[src/rtl/clock_route_path_switch_ctrl.sv]
// Break-before-make switch controller for a bank of gated clock route paths.
// All enables drop for a fixed dwell before the new path opens, then settle before done.
module clock_route_path_switch_ctrl #(
  parameter int NUM_PATHS  = 4,
  parameter int OFF_CYCLES = 4,
  parameter int ON_CYCLES  = 2,
  localparam int SEL_W     = (NUM_PATHS > 2) ? $clog2(NUM_PATHS) : 1
) (
  input  logic                 clk,
  input  logic                 rst,
  input  logic                 sel_req_valid,
  output logic                 sel_req_ready,
  input  logic [SEL_W-1:0]     sel_req_path,
  input  logic                 sel_req_off,
  input  logic                 async_test_en,
  output logic [NUM_PATHS-1:0] control_path_enable,
  output logic [SEL_W-1:0]     cur_path,
  output logic                 cur_path_on,
  output logic                 switch_busy,
  output logic                 switch_done,
  output logic                 sel_req_err
);

  // state    | meaning
  // S_IDLE   | waiting for a request; ready when not in test mode
  // S_GATEOFF| every enable low, OFF_CYCLES dwell
  // S_GATEON | target enable high, ON_CYCLES settle
  // S_DONE   | one-cycle completion pulse
  typedef enum logic [1:0] {
    S_IDLE    = 2'd0,
    S_GATEOFF = 2'd1,
    S_GATEON  = 2'd2,
    S_DONE    = 2'd3
  } state_t;

  localparam int CNT_MAX = (OFF_CYCLES > ON_CYCLES) ? OFF_CYCLES : ON_CYCLES;
  localparam int CNT_W   = $clog2(CNT_MAX + 1);
  localparam logic [CNT_W-1:0] OFF_LOAD = CNT_W'(OFF_CYCLES - 1);
  localparam logic [CNT_W-1:0] ON_LOAD  = CNT_W'(ON_CYCLES - 1);
  localparam logic [SEL_W:0]   NUM_EXT  = (SEL_W + 1)'(NUM_PATHS);
  localparam logic [NUM_PATHS-1:0] ONE_HOT_0 = NUM_PATHS'(1);

  state_t               state_q, state_d;
  logic [CNT_W-1:0]     cnt_q, cnt_d;
  logic [NUM_PATHS-1:0] en_q, en_d;
  logic [SEL_W-1:0]     cur_path_q, cur_path_d;
  logic                 cur_on_q, cur_on_d;
  logic [SEL_W-1:0]     tgt_path_q, tgt_path_d;
  logic                 tgt_off_q, tgt_off_d;
  logic                 err_q, err_d;

  logic accept;
  logic path_invalid;
  logic path_already_on;

  assign sel_req_ready   = (state_q == S_IDLE) && !async_test_en && !rst;
  assign accept          = sel_req_valid && sel_req_ready;
  assign path_invalid    = ({1'b0, sel_req_path} >= NUM_EXT);
  assign path_already_on = cur_on_q && (sel_req_path == cur_path_q);

  always_comb begin
    state_d    = state_q;
    cnt_d      = cnt_q;
    en_d       = en_q;
    cur_path_d = cur_path_q;
    cur_on_d   = cur_on_q;
    tgt_path_d = tgt_path_q;
    tgt_off_d  = tgt_off_q;
    err_d      = 1'b0;

    case (state_q)
      S_IDLE: begin
        if (accept) begin
          if (!sel_req_off && path_invalid) begin
            err_d = 1'b1;
          end else if (!sel_req_off && path_already_on) begin
            state_d = S_DONE;
          end else begin
            // request fields are captured here only; later input changes are ignored
            tgt_path_d = sel_req_path;
            tgt_off_d  = sel_req_off;
            en_d       = '0;
            cur_on_d   = 1'b0;
            cnt_d      = OFF_LOAD;
            state_d    = S_GATEOFF;
          end
        end
      end
      S_GATEOFF: begin
        if (cnt_q == '0) begin
          if (tgt_off_q) begin
            state_d = S_DONE;
          end else begin
            en_d       = ONE_HOT_0 << tgt_path_q;
            cur_path_d = tgt_path_q;
            cur_on_d   = 1'b1;
            cnt_d      = ON_LOAD;
            state_d    = S_GATEON;
          end
        end else begin
          cnt_d = cnt_q - 1'b1;
        end
      end
      S_GATEON: begin
        if (cnt_q == '0) begin
          state_d = S_DONE;
        end else begin
          cnt_d = cnt_q - 1'b1;
        end
      end
      S_DONE: begin
        state_d = S_IDLE;
      end
      default: begin
        state_d = S_IDLE;
      end
    endcase
  end

  always_ff @(posedge clk) begin
    if (rst) begin
      state_q    <= S_IDLE;
      cnt_q      <= '0;
      en_q       <= '0;
      cur_path_q <= '0;
      cur_on_q   <= 1'b0;
      tgt_path_q <= '0;
      tgt_off_q  <= 1'b0;
      err_q      <= 1'b0;
    end else begin
      state_q    <= state_d;
      cnt_q      <= cnt_d;
      en_q       <= en_d;
      cur_path_q <= cur_path_d;
      cur_on_q   <= cur_on_d;
      tgt_path_q <= tgt_path_d;
      tgt_off_q  <= tgt_off_d;
      err_q      <= err_d;
    end
  end

  assign control_path_enable = en_q;
  assign cur_path            = cur_path_q;
  assign cur_path_on         = cur_on_q;
  assign switch_busy         = (state_q != S_IDLE);
  assign switch_done         = (state_q == S_DONE);
  assign sel_req_err         = err_q;

endmodule

[config.mk]
export PLATFORM = sky130hd
export DESIGN_NAME = clock_route_path_switch_ctrl
export DESIGN_NICKNAME = d
export VERILOG_FILES = /design/src/rtl/clock_route_path_switch_ctrl.sv
export SDC_FILE = /design/constraint.sdc
export NUM_CORES = 1
export LEC_CHECK = 0
export ABC_AREA = 1
export CORE_MARGIN = 1
export CORE_UTILIZATION = 50
export DETAILED_ROUTE_END_ITERATION = 8
export PLACE_DENSITY = 0.72
export SLEW_MARGIN = 10
export SYNTH_ARGS = -nofsm -noshare
export SYNTH_HDL_FRONTEND = slang
export SYNTH_SLANG_ARGS = --single-unit
[constraint.sdc]
create_clock -name clk -period 1.64 [get_ports clk]
set_input_delay 0.328 -clock clk [delete_from_list [all_inputs] [get_ports clk]]
set_output_delay 0.328 -clock clk [all_outputs]
set_load 0.01 [all_outputs]
power_grid.png
(8 px per um) Pins as bars on the die edge. Tap cells in grey.
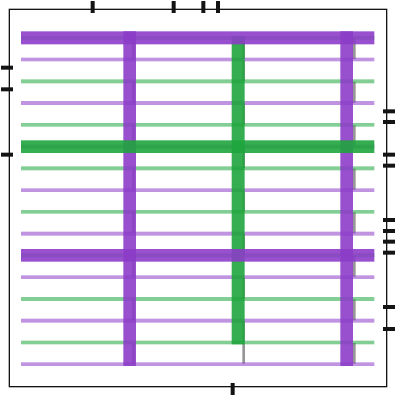
legend:
  green:
    net: VDD
  purple:
    net: VSS
rows: 15
met5 straps: 3
met4 straps: 3
signal pins: 18
tap cells: 25
largest vdd supply drop: 855.9 uV
Die Span Y: 47.00 um
die width: 47.00 um
core area: 1802 sq um

layer_met2.png
(6 px per um)
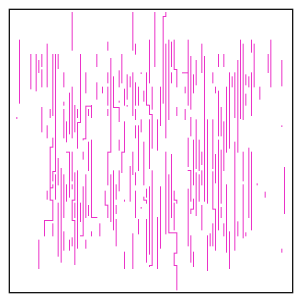
longest straight run: 24.1 um
wire length on this layer: 1150 um
main direction: vertical
nets with wire on the layer: 148
detailed-route via count: 983
Total Wirelength: 2.366 mm

clocks.png
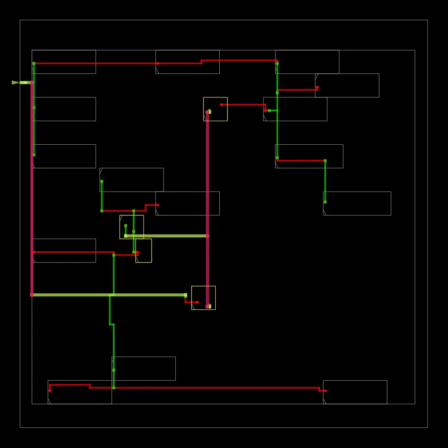
clock tree skew after final layout: 5.819 ps
final-layout clock buffer total: 3
clock buffers created by TritonCTS: 3
insertion delay of the later-clocked pin in the worst-skew pair: 290 ps
FF+latch count: 15

wires.png
(8 px per um)
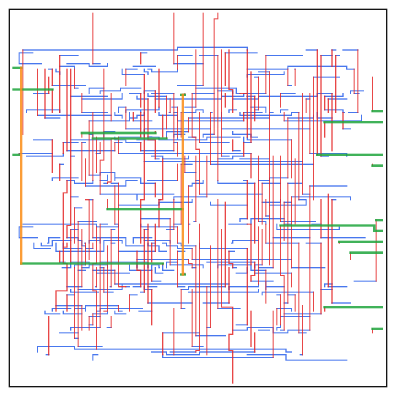
legend:
  orange:
    layer: metal 4
    wire_length: 46.9 um
  red:
    layer: metal 2
    wire_length: 1150 um
  green:
    layer: metal 3
    wire_length: 101 um
  blue:
    layer: metal 1
    wire_length: 1070 um
total global routing track utilization: 0.2405
DR WL/cell: 11.71 um

==> flow_summary.rst <==
Metrics
=======

.. list-table::
   :header-rows: 1

   * - Metric
     - Value
   * - # clock sinks
     - 15
   * - Post-layout period usage of the worst path
     - 0.9758
   * - Number of core rows
     - 15
   * - Hold bufs inserted after CTS
     - 0
   * - Count of flip-flops with a built-in enable after synthesis
     - 0
   * - Die Outline Area
     - 2209 sq um
   * - Crit. Startpoint
     - state_q[0]
   * - Count of distinct cell types in the synthesized netlist
     - 21
   * - Yosys top cell by instances
     - sky130_fd_sc_hd__nand2_1
   * - Initial cell density of the core
     - 0.5618
   * - Antenna violations before repair
     - 0
   * - Number of port buffers
     - 16
   * - Type of destination of the critical path
     - primary output
   * - Warning count from the yosys run
     - 0
   * - Number of maximum-capacitance violations
     - 0
   * - Top sig layer
     - met4
   * - Met2 GRT Util
     - 0.3972
   * - Minimum hold slack
     - approximately 500 ps
   * - Worst min-delay path class
     - flip-flop to flip-flop
   * - Top cell type's share of synthesized area
     - 0.2967
   * - Wire length on met2
     - between 1 and 1.5 mm
   * - Maximum clock rate
     - 624.9 MHz
   * - RR Startpoint
     - state_q[0]
   * - Area grow syn2layout
     - 34.98%
   * - Largest non-sequential cell family by area
     - simple AND/OR/NAND/NOR gates
   * - Most used logic cell in the final layout
     - sky130_fd_sc_hd__nand2_1
   * - Start-to-end type of the worst setup path
     - flip-flop to primary output
   * - Final critical-path required period
     - approximately 1600 ps
   * - Dominant flop cell
     - sky130_fd_sc_hd__dfxtp_1
   * - Number of stages on the worst hold path
     - 2
   * - Arrival time reported for the critical path endpoint
     - ~1300 ps
   * - Maximum buffer depth of the clock tree
     - 2
   * - Max Transition Viols Final
     - 0
   * - Fraction of final layout cells with drive strength greater than 1
     - 0.2542
   * - Area fraction in xor and xnor cells
     - 0
   * - Leftover overflow at the end of global routing
     - 0
   * - Outcome
     - finished, final reports clean
   * - CP Max Fanout
     - 3
   * - Ant diodes
     - 0
   * - Via count of the first global-routing pass
     - approximately 890
   * - Simple-Gate Fraction of Synth Area
     - 0.3572
   * - Maximum number of pins on one net before global-route repair
     - 14
   * - Number of H-tree branching levels
     - 1
   * - Area fraction in full adders, half adders and majority gates
     - 0.08653
   * - Logic depth of the worst register-to-register path
     - 11
   * - DR DRC count
     - 0
   * - Number of fill cells in the layout
     - 143
   * - Reg2Reg Setup Slack
     - 120 ps
   * - Post-CTS repair timing setup buffer count
     - 0
   * - Required time of the critical path
     - ~1300 ps
   * - Number of cells after detailed placement
     - 197
   * - Cell area power density
     - about 1200 nW/um^2
   * - R2R Path End
     - cnt_q[1]
   * - Worst setup path endpoint
     - switch_done
   * - Flip-flop and latch count after synthesis
     - 15
   * - Layer with the highest usage
     - met2
   * - Root buffer cell
     - sky130_fd_sc_hd__clkbuf_4
   * - Top cell types by occurrence after synthesis
     - sky130_fd_sc_hd__nand2_1, sky130_fd_sc_hd__nor2_1, sky130_fd_sc_hd__inv_1, sky130_fd_sc_hd__dfxtp_1, sky130_fd_sc_hd__nand3_1
   * - Chip Area, Yosys
     - a little over 1000 sq um
   * - Kind of launch point of the worst setup path
     - flip-flop
   * - End point of the worst hold path
     - control_path_enable[2]
   * - Share of synthesized registers carrying an async set or reset
     - 0
   * - Length of the first detailed-routing pass in iterations
     - 4
   * - Share of synthesized area occupied by flip-flops and latches
     - 0.2967
   * - Clock tree from TritonCTS
     - built
   * - Number of nets produced by synthesis
     - roughly 160
   * - M1 WL
     - ~1.1 mm
   * - Worst hold start
     - control_path_enable[2]
   * - Final count of hold timing violations
     - 0
   * - Syn Area/Cell
     - roughly 6.9 sq um
   * - Setup repair after global routing missed its margin
     - no
   * - Starting DRT DRC Count
     - 13
   * - Post-layout net count
     - 192
   * - Number of cells in Yosys stat
     - approximately 150
   * - Area leader, netlist
     - sky130_fd_sc_hd__dfxtp_1
   * - Total I/O pin count
     - 18
   * - Instance tally after logic synthesis
     - 146
   * - Biggest area cells
     - sky130_fd_sc_hd__dfxtp_1, sky130_fd_sc_hd__nand2_1, sky130_fd_sc_hd__ha_1
   * - Global routing usage on met3
     - 0.05000
   * - Routed Antenna Nets
     - 0
   * - Area fraction in compound gates
     - 0.1409
   * - Met1 routing resource usage after global routing
     - 0.2984
   * - Post-cts resize count
     - 9
   * - Final instance count without filler cells
     - 202
   * - Total number of warnings across the stage logs
     - 31
   * - Top logic cells by instance count in the layout
     - sky130_fd_sc_hd__nand2_1, sky130_fd_sc_hd__nor2_1, sky130_fd_sc_hd__inv_1
   * - Cell area after technology mapping
     - approximately 1000 sq um
   * - Mux frac, synth
     - 0
   * - Met3 layer wire length in the routed design
     - 101 um
-- per-stage QoR --
stage | TNS (ps) | total power, uW | utilization | instance area (sq um) | setup WS [ps]
global route | 0 | 1840 | 0.7583 | 1366 | 2.694
detailed placement | -1221 | 1387 | 0.7146 | 1287 | -249.0
CTS | 0 | 1609 | 0.7285 | 1313 | 14.56
floorplan | 0 | 1062 | - | 1012 | 167.1
global placement | -688.8 | 1357 | 0.7146 | 1287 | -228.3
finish | 0 | 1699 | 0.7583 | 1366 | 39.71
-- area by class of cell --
class                   instances  area, sq um  share of cell area
clock inverters                 1        5.005            0.003663
multi-input cells             106        650.6              0.4762
inverters                      22        82.58             0.06044
repair buffers                 30        271.5              0.1987
clock buffers                   3        22.52             0.01648
well taps                      25        31.28             0.02289
flip-flops and latches         15        302.8              0.2216
-- logic make-up (layout without fill, tap and decap cells) --
| group | after synthesis | after routing |
|---|---|---|
| AND-OR/OR-AND | 20 | 20 |
| adder cells (fa/ha/maj) | 7 | 7 |
| flip-flops | 15 | 15 |
| AND/OR/NAND/NOR | 77 | 78 |
| buffers and inverters | 26 | 56 |
| other | 1 | 1 |
-- report_power, final --
part	total, uW	internal (uW)	switching, uW
Clock	222	90.8	132
Combinational	967	438	528
Sequential	510	452	58.0
Total	1700	981	718
-- worst max-delay path, stage by stage (launching register included) --
cell and delay [ps]:
sky130_fd_sc_hd__dfxtp_1 340, sky130_fd_sc_hd__buf_4 150, sky130_fd_sc_hd__ha_1 200, sky130_fd_sc_hd__dlygate4sd2_1 290
-- flip-flops by register name, indices dropped and copies added (netlist names) --
signal and flops:
cur_path 2, control_path_enable 4, tgt_path_q 2, cnt_q 3, state_q 2, cur_path_on 1, tgt_off_q 1
Power is estimated from default activity; no workload was simulated.
